File: config.mk
export PLATFORM = sky130hd
export DESIGN_NAME = systolic_drain_deskew
export DESIGN_NICKNAME = d
export VERILOG_FILES = /design/src/rtl/sysarr_pkg.sv /design/src/rtl/drain_delay_line.sv /design/src/rtl/systolic_drain_deskew.sv
export SDC_FILE = /design/constraint.sdc
export NUM_CORES = 1
export LEC_CHECK = 0
export CAP_MARGIN = 20
export CORE_AREA = 2 2 116 118
export DETAILED_ROUTE_END_ITERATION = 16
export DIE_AREA = 0 0 118 120
export PLACE_DENSITY = 0.48
export SETUP_SLACK_MARGIN = 0.02
export SYNTH_ARGS = -nofsm -noshare
export SYNTH_HDL_FRONTEND = slang
export SYNTH_HIERARCHICAL = 1
export SYNTH_SLANG_ARGS = --single-unit
File: constraint.sdc
create_clock -name clk -period 3.8 [get_ports clk]
set_input_delay 0.76 -clock clk [delete_from_list [all_inputs] [get_ports clk]]
set_output_delay 0.76 -clock clk [all_outputs]
set_load 0.02 [all_outputs]
File: src/rtl/sysarr_pkg.sv
// rtl/sysarr_pkg.sv - shared systolic array geometry and column slice helper
package sysarr_pkg;

   localparam int SYS_N = 8;
   localparam int SYS_W = 1;

   // LSB of column j in a packed row of w-bit elements
   function automatic int col_lsb(input int j, input int w);
      return j * w;
   endfunction

endpackage

File: src/rtl/drain_delay_line.sv
// rtl/drain_delay_line.sv - LEN-stage shift register, LEN=0 is a wire
module drain_delay_line #(
   parameter int LEN = 1,
   parameter int W   = 1
) (
   input  logic         clk,
   input  logic         rst_n,
   input  logic [W-1:0] d,
   output logic [W-1:0] q
);

   generate
      if (LEN == 0) begin : g_pass
         logic unused_clk_rst;
         assign unused_clk_rst = clk ^ rst_n;
         assign q = d;
      end else begin : g_shift
         logic [W-1:0] stage [LEN];
         always_ff @(posedge clk or negedge rst_n) begin
            if (!rst_n) begin
               for (int i = 0; i < LEN; i++) stage[i] <= '0;
            end else begin
               stage[0] <= d;
               for (int i = 1; i < LEN; i++) stage[i] <= stage[i-1];
            end
         end
         assign q = stage[LEN-1];
      end
   endgenerate

endmodule

File: src/rtl/systolic_drain_deskew.sv
// rtl/systolic_drain_deskew.sv - realigns skewed array rows into a small output FIFO
module systolic_drain_deskew
   import sysarr_pkg::*;
#(
   parameter int N     = SYS_N,
   parameter int W     = SYS_W,
   parameter int DEPTH = 4
) (
   input  logic           clk,
   input  logic           rst_n,
   input  logic           clr,
   input  logic           in_valid,
   input  logic [N*W-1:0] in_cols,
   output logic           out_valid,
   input  logic           out_ready,
   output logic [N*W-1:0] out_row,
   output logic           overflow,
   output logic [7:0]     row_count
);

   localparam int AW = $clog2(DEPTH);

   logic [N*W-1:0] al_row;
   logic           al_valid;

   // Column j arrives j cycles late, so it needs j fewer stages than column 0
   for (genvar j = 0; j < N; j++) begin : g_col
      drain_delay_line #(.LEN(N-1-j), .W(W)) u_col (
         .clk   (clk),
         .rst_n (rst_n),
         .d     (in_cols[col_lsb(j, W) +: W]),
         .q     (al_row[col_lsb(j, W) +: W])
      );
   end

   drain_delay_line #(.LEN(N-1), .W(1)) u_valid (
      .clk   (clk),
      .rst_n (rst_n),
      .d     (in_valid),
      .q     (al_valid)
   );

   logic [N*W-1:0] mem [DEPTH];
   logic [AW:0]    wr_ptr, rd_ptr, wr_next, rd_next;
   logic           full, empty, pop, push_ok;

   assign empty     = (wr_ptr == rd_ptr);
   assign full      = (wr_ptr[AW] != rd_ptr[AW]) && (wr_ptr[AW-1:0] == rd_ptr[AW-1:0]);
   assign out_valid = !empty;
   assign pop       = out_valid && out_ready;
   assign push_ok   = al_valid && (!full || pop);
   assign wr_next   = wr_ptr + (AW+1)'(push_ok);
   assign rd_next   = rd_ptr + (AW+1)'(pop);

   always_ff @(posedge clk) begin
      if (push_ok && !clr) mem[wr_ptr[AW-1:0]] <= al_row;
   end

   always_ff @(posedge clk or negedge rst_n) begin
      if (!rst_n) begin
         wr_ptr    <= '0;
         rd_ptr    <= '0;
         out_row   <= '0;
         overflow  <= 1'b0;
         row_count <= '0;
      end else if (clr) begin
         wr_ptr    <= '0;
         rd_ptr    <= '0;
         overflow  <= 1'b0;
         row_count <= '0;
      end else begin
         wr_ptr <= wr_next;
         rd_ptr <= rd_next;
         if (pop) row_count <= row_count + 8'd1;
         if (al_valid && !push_ok) overflow <= 1'b1;
         // Preload the next head; it is the incoming row when it lands in the head slot
         if (wr_next != rd_next) begin
            if (push_ok && (wr_ptr[AW-1:0] == rd_next[AW-1:0])) out_row <= al_row;
            else out_row <= mem[rd_next[AW-1:0]];
         end
      end
   end

endmodule

Figure 1. Congestion heat map (run 1).
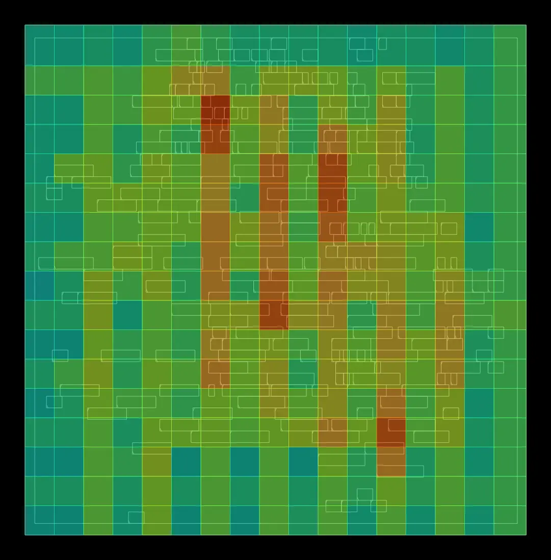
overall routing resource usage: 8.56%
met1 Track Usage GR: 10.7%

Figure 2. Pin placement (run 1).
(2 px per um) Pins as bars across the die edge, other pins in grey.
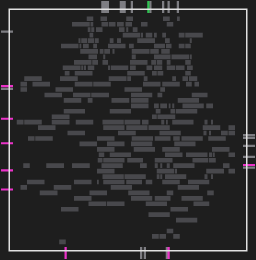
Key: in_cols = magenta [pins 8, direction input, edge 5 left, 2 bottom, 1 right]; overflow = green [pins 1, direction output, edge top]
All pins by edge: 13 top, 7 left, 6 right, 5 bottom.

Figure 3. Metal layers overlaid (run 1).
(3 px per um)
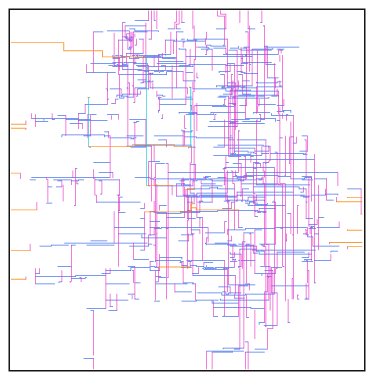
Key: met4 = cyan [wire length 78.9 um]; met1 = blue [wire length 2580 um]; met2 = magenta [wire length 2720 um]; met3 = orange [wire length 210 um]

[run 1: state kept, by name (all words and copies together) (netlist names)]
register	count
wr_ptr	3
g_col.u_col/q	7
mem	32
overflow	1
out_row	8
g_col.u_col/g_shift.stage	21
u_valid/q	1
u_valid/g_shift.stage	6
rd_ptr	3
row_count	8
[run 1: critical path, delay by kind of cell (launching register included)]
kind          cells  cell delay (ps)
buf+inv           1              550
simple gates      1              490
flops             1              480
xor+xnor          1              220
[run 1: power groups by stage]
stage          logic [mW]  clock network [mW]  registers [mW]
4_1_cts             0.548                1.03            1.14
6_report            0.535                1.00            1.14
5_1_grt             0.580                1.08            1.15
2_1_floorplan       0.291                   0            1.20
3_5_place_dp        0.545                   0            1.16
3_3_place_gp        0.541                   0            1.16
==> GITHUB_STEP_SUMMARY, run 1 <==
## PnR job results

| Metric | Value |
|---|---|
| Status | finished clean |
| DRC | 0 |
| Critical path required time | 3040 ps |
| CP startpoint | wr_ptr[1] |
| RSZ-0062 raised after global routing | no |
| Non-clk invs | 0 |
| Post-synth regs | 90 |
| Fp util | 25.2% |
| Relative slew margins | 52.3% |
| Largest class | flip-flops and latches |
| Setup bufs post-CTS | 0 |
| Max VDD drop | 220 uV |
| Area leader, netlist | dfrtp_1 |
| CTS tree | built |
| Hold Path Stages | 0 |
| YS warnings | 6 |
| WL final | 5.58 mm |
| First-pass GRT wire length | 9.10 mm |
| Synth Net Count | 210 |
| CTS clk-pin slew, worst paths | 60 ps |
| Tcrit/Tclk final | 74.2% |
| Filler instances | 1292 |
| Via density | 3.90 |
| R2R cell count | 9 |
| Mux area share | 8.25% |
| Crit. End Element | primary output |
| Fraction of area in registers | 57.9% |
| Number of max-cap violations | 0 |
| Metal2 WL | 2.72 mm |
| LEAKAGE | 1.62 nW |
| Final setup violation count | 0 |
| Comb pwr share | 20.0% |
| DP HPWL | 3.58 mm |
| Post-Place Cells | 401 |
| Yosys stat area | 3280 sq um |
| Late-Pin Clk Latency | 330 ps |
| Post_cts resized | 0 |
| Pwr Total | 2.68 mW |
| Gr ovfl total | 0 |
| Crit path max fanout | 7 |
| # diodes | 0 |
| GRT met3 Usage | 2.57% |
| Initial detailed-routing violation count | 83 |
| Post-route minimum period | 2820 ps |
| Share of the synthesized area in the top cell type | 44.3% |
| WHS Endpoint | u_valid/g_shift.stage[2] |
| Signal buffers | 41 |
| Share of cells above drive strength 1 | 17.8% |
Figure 4. I/O nets highlighted (run 1).
(3 px per um)
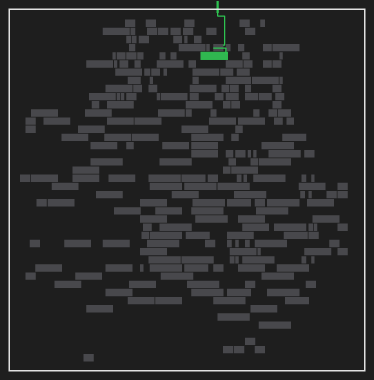

## Run 2: what changed since run 1
==> constraint.sdc (replaced) <==
create_clock -name clk -period 2.7 [get_ports clk]
set_input_delay 0.54 -clock clk [delete_from_list [all_inputs] [get_ports clk]]
set_output_delay 0.54 -clock clk [all_outputs]
set_load 0.02 [all_outputs]
Figure 5. I/O nets highlighted (run 2).
(3 px per um)
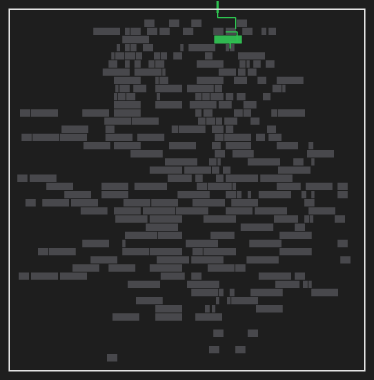
Key: overflow = green [bits 1, direction output, end cells 1, buffers 1, wire 24.8 um]

==> GITHUB_STEP_SUMMARY, run 2 <==
## PnR job results

| Metric | Value |
|---|---|
| Post-Place Cells | 405 (was 401) |
| Clk pwr | 1.35 mW (was 1.00 mW) |
| First-pass GRT wire length | 9.47 mm (was 9.10 mm) |
| Share of cells above drive strength 1 | 19.2% (was 17.8%) |
| Pwr Total | 3.76 mW (was 2.68 mW) |
| Tcrit/Tclk final | 94.7% |
| Post_cts resized | 0 (unchanged) |
| Relative slew margins | 45.6% (was 52.3%) |
| CP bufs+invs | 1 (unchanged) |
| Post-synth regs | 90 (unchanged) |
| Crit. End Element | register (was primary output) |
| RSZ-0062 raised after global routing | no (unchanged) |
| Cell family with most CP delay | adder cells (was buffers and inverters) |
| Fp util | 25.2% (unchanged) |
| Max reg flops | 32 (unchanged) |
| Late-Pin Clk Latency | 340 ps (was 330 ps) |
| Synth Net Count | 210 (unchanged) |
| Overall routing resource usage | 8.85% (was 8.56%) |
| DRC | 0 (unchanged) |
| DP HPWL | 3.54 mm (was 3.58 mm) |
| CTS clk-pin slew, worst paths | 70 ps (was 60 ps) |
| R2R cell count | 9 (unchanged) |
| LEAKAGE | 1.63 nW (was 1.62 nW) |
| Post-route minimum period | 2560 ps |
| Via density | 3.92 (was 3.90) |
| Area leader, netlist | dfrtp_1 (unchanged) |
| Mux area share | 8.25% (unchanged) |
| # diodes | 0 (unchanged) |
| Status | finished clean (unchanged) |
| Share of the synthesized area in the top cell type | 44.3% (unchanged) |
| YS warnings | 6 (unchanged) |
| Initial detailed-routing violation count | 64 (was 83) |
| Combinational power | 0.810 mW (was 0.535 mW) |
Figure 6. Congestion heat map (run 2).
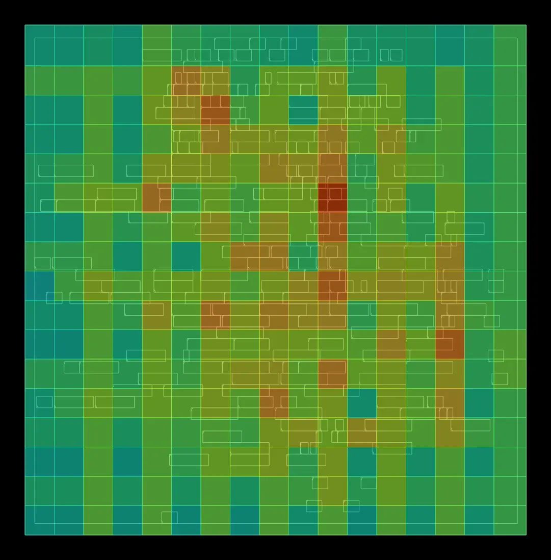
GRT met3 Usage: 2.76%
post-DR wirelength/cell: 13.2 um
met1 Track Usage GR: 11.1%

[run 2: netlist changes by cell type in the layout (fill, tap and decap cells not counted)]
| cell | change |
|---|---|
| buf_4 | +2 |
| clkinv_1 | +1 |
| buf_12 | +2 |
| inv_6 | +1 |
| clkinv_4 | -1 |
| bufinv_16 | -1 |
| inv_8 | +1 |
| clkbuf_1 | -1 |
[run 2: routing by layer]
layer | share of wire (%) | track usage, % | up-vias
met3 | 3.2 | 2.76 | 9
li1 | - | - | 785
met2 | 48 | 13.8 | 22
met1 | 47 | 11.1 | 835
met4 | 1.9 | 4.52 | 0
met5 | 0 | 0 | -
[run 2: layout make-up]
type	instances	area share, %
Clock buffer	9	5.36
Sequential cell	90	57.4
Tap cell	176	5.24
Timing Repair Buffer	45	10.3
Clock inverter	7	2.38
Multi-Input combinational cell	94	19.3
Figure 7. Where the registers sit (run 2).
(2 px per um) Other sequential cells in the stronger grey, the rest of the logic in the fainter grey.
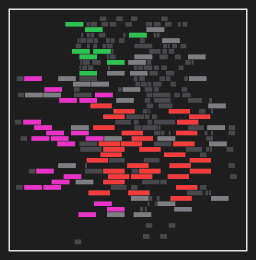

## Run 3: what changed since run 2
==> constraint.sdc (replaced) <==
create_clock -name clk -period 2.6 [get_ports clk]
set_input_delay 0.52 -clock clk [delete_from_list [all_inputs] [get_ports clk]]
set_output_delay 0.52 -clock clk [all_outputs]
set_load 0.02 [all_outputs]
Figure 8. Where the registers sit (run 3).
(2 px per um) Other sequential cells in the stronger grey, the rest of the logic in the fainter grey.
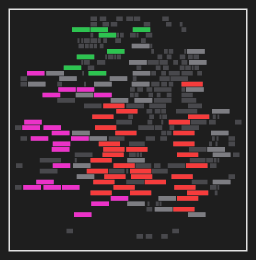
Key: row_count = green [sequential cells 8]; g_col.u_col/g_shift.stage = magenta [sequential cells 21]; mem = red [sequential cells 32]
Another 29 sequential cells are not coloured.

==> GITHUB_STEP_SUMMARY, run 3 <==
## PnR job results

| Metric | Value |
|---|---|
| Status | finished clean (unchanged) |
| Flop count | 90 (unchanged) |
| Crit. End Element | register (unchanged) |
| Data buffer area share | 12.0% (was 10.3%) |
| Share of cells above drive strength 1 | 25.8% (was 19.2%) |
| R2R cell count | 9 (unchanged) |
| Cell family with most CP delay | adder cells (unchanged) |
| WL final | 5.90 mm (was 5.57 mm) |
| Overall routing resource usage | 8.77% (was 8.85%) |
| Met1 Track Usage GR | 10.4% (was 11.1%) |
| CTS tree | built (unchanged) |
| Fraction of area in registers | 55.2% (was 57.4%) |
| Filler instances | 1273 (was 1277) |
| GRT met3 Usage | 3.14% (was 2.76%) |
| Final setup violation count | 0 (unchanged) |
| Via density | 3.94 (was 3.92) |
| First-pass GRT wire length | 9.35 mm (was 9.47 mm) |
| Clock buffers | 12 (was 9) |
| Max reg flops | 32 (unchanged) |
| WP depth | 9 (unchanged) |
| Fp util | 25.2% (unchanged) |
| CP startpoint | rd_ptr[2] (was rd_ptr[1]) |
| # diodes | 0 (unchanged) |
| CTS clk-pin slew, worst paths | 60 ps (was 70 ps) |
| WL met1 | 2.65 mm (was 2.60 mm) |
| Max VDD drop | 358 uV (was 348 uV) |
| Synth Net Count | 210 (unchanged) |
| DP HPWL | 3.66 mm (was 3.54 mm) |
| M2 GR Usage | 14.5% (was 13.8%) |
| RSZ-0062 raised after global routing | no (unchanged) |
| Metal2 WL | 2.95 mm (was 2.69 mm) |
| Share of the synthesized area in the top cell type | 44.3% (unchanged) |
| N_taps | 176 (unchanged) |
| Clock network area share | 7.16% (was 7.74%) |
| Logic share of the area | 20.7% (was 19.3%) |
| Number of max-cap violations | 0 (unchanged) |
| Signal buffers | 56 (was 45) |
| Largest class | flip-flops and latches (unchanged) |
| Relative slew margins | 43.9% (was 45.6%) |
| Late-Pin Clk Latency | 330 ps (was 340 ps) |
| Non-clk invs | 0 (unchanged) |
| Gr ovfl total | 0 (unchanged) |
| Tcrit/Tclk final | 94.1% (was 94.7%) |
| Mux area share | 8.25% (unchanged) |
| Top sig layer | met4 (unchanged) |
| Post-DR wirelength/cell | 13.6 um (was 13.2 um) |
Figure 9. Metal layers overlaid (run 3).
(3 px per um)
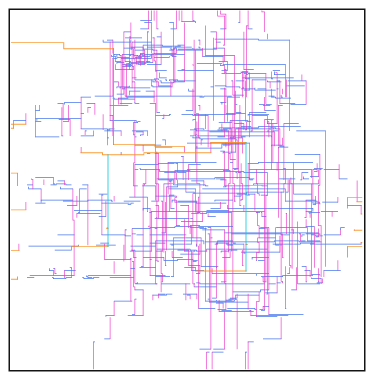
Key: met1 = blue [wire length 2650 um]; met2 = magenta [wire length 2950 um]; met4 = cyan [wire length 105 um]; met3 = orange [wire length 191 um]

run 3: timing repair:
item | 4_1_cts | 5_1_grt
setup buffers | 0 | 3
setup endpoints to repair | 2 | 8
gates resized | 2 | 14
cloned | 0 | 1
pin swaps | 0 | 3
run 3: through the flow:
| step | worst slack, ps | total power [mW] | instance area (sq um) |
|---|---|---|---|
| detailed placement | -243 | 2.56 | 3920 |
| global placement | -191 | 2.56 | 3920 |
| floorplan | 48.7 | 2.19 | 3280 |
| global route | 13.9 | 4.15 | 4370 |
| CTS | 15.9 | 3.93 | 4230 |
| finish | 153 | 3.97 | 4370 |
run 3: power by group:
group          switching, mW  total [mW]  internal [mW]
combinational          0.450       0.964          0.514
clock                  0.499        1.34          0.844
sequential            0.0706        1.66           1.59
total                   1.02        3.97           2.95
Power figures rest on the tool's default switching activity, not on a simulated workload.
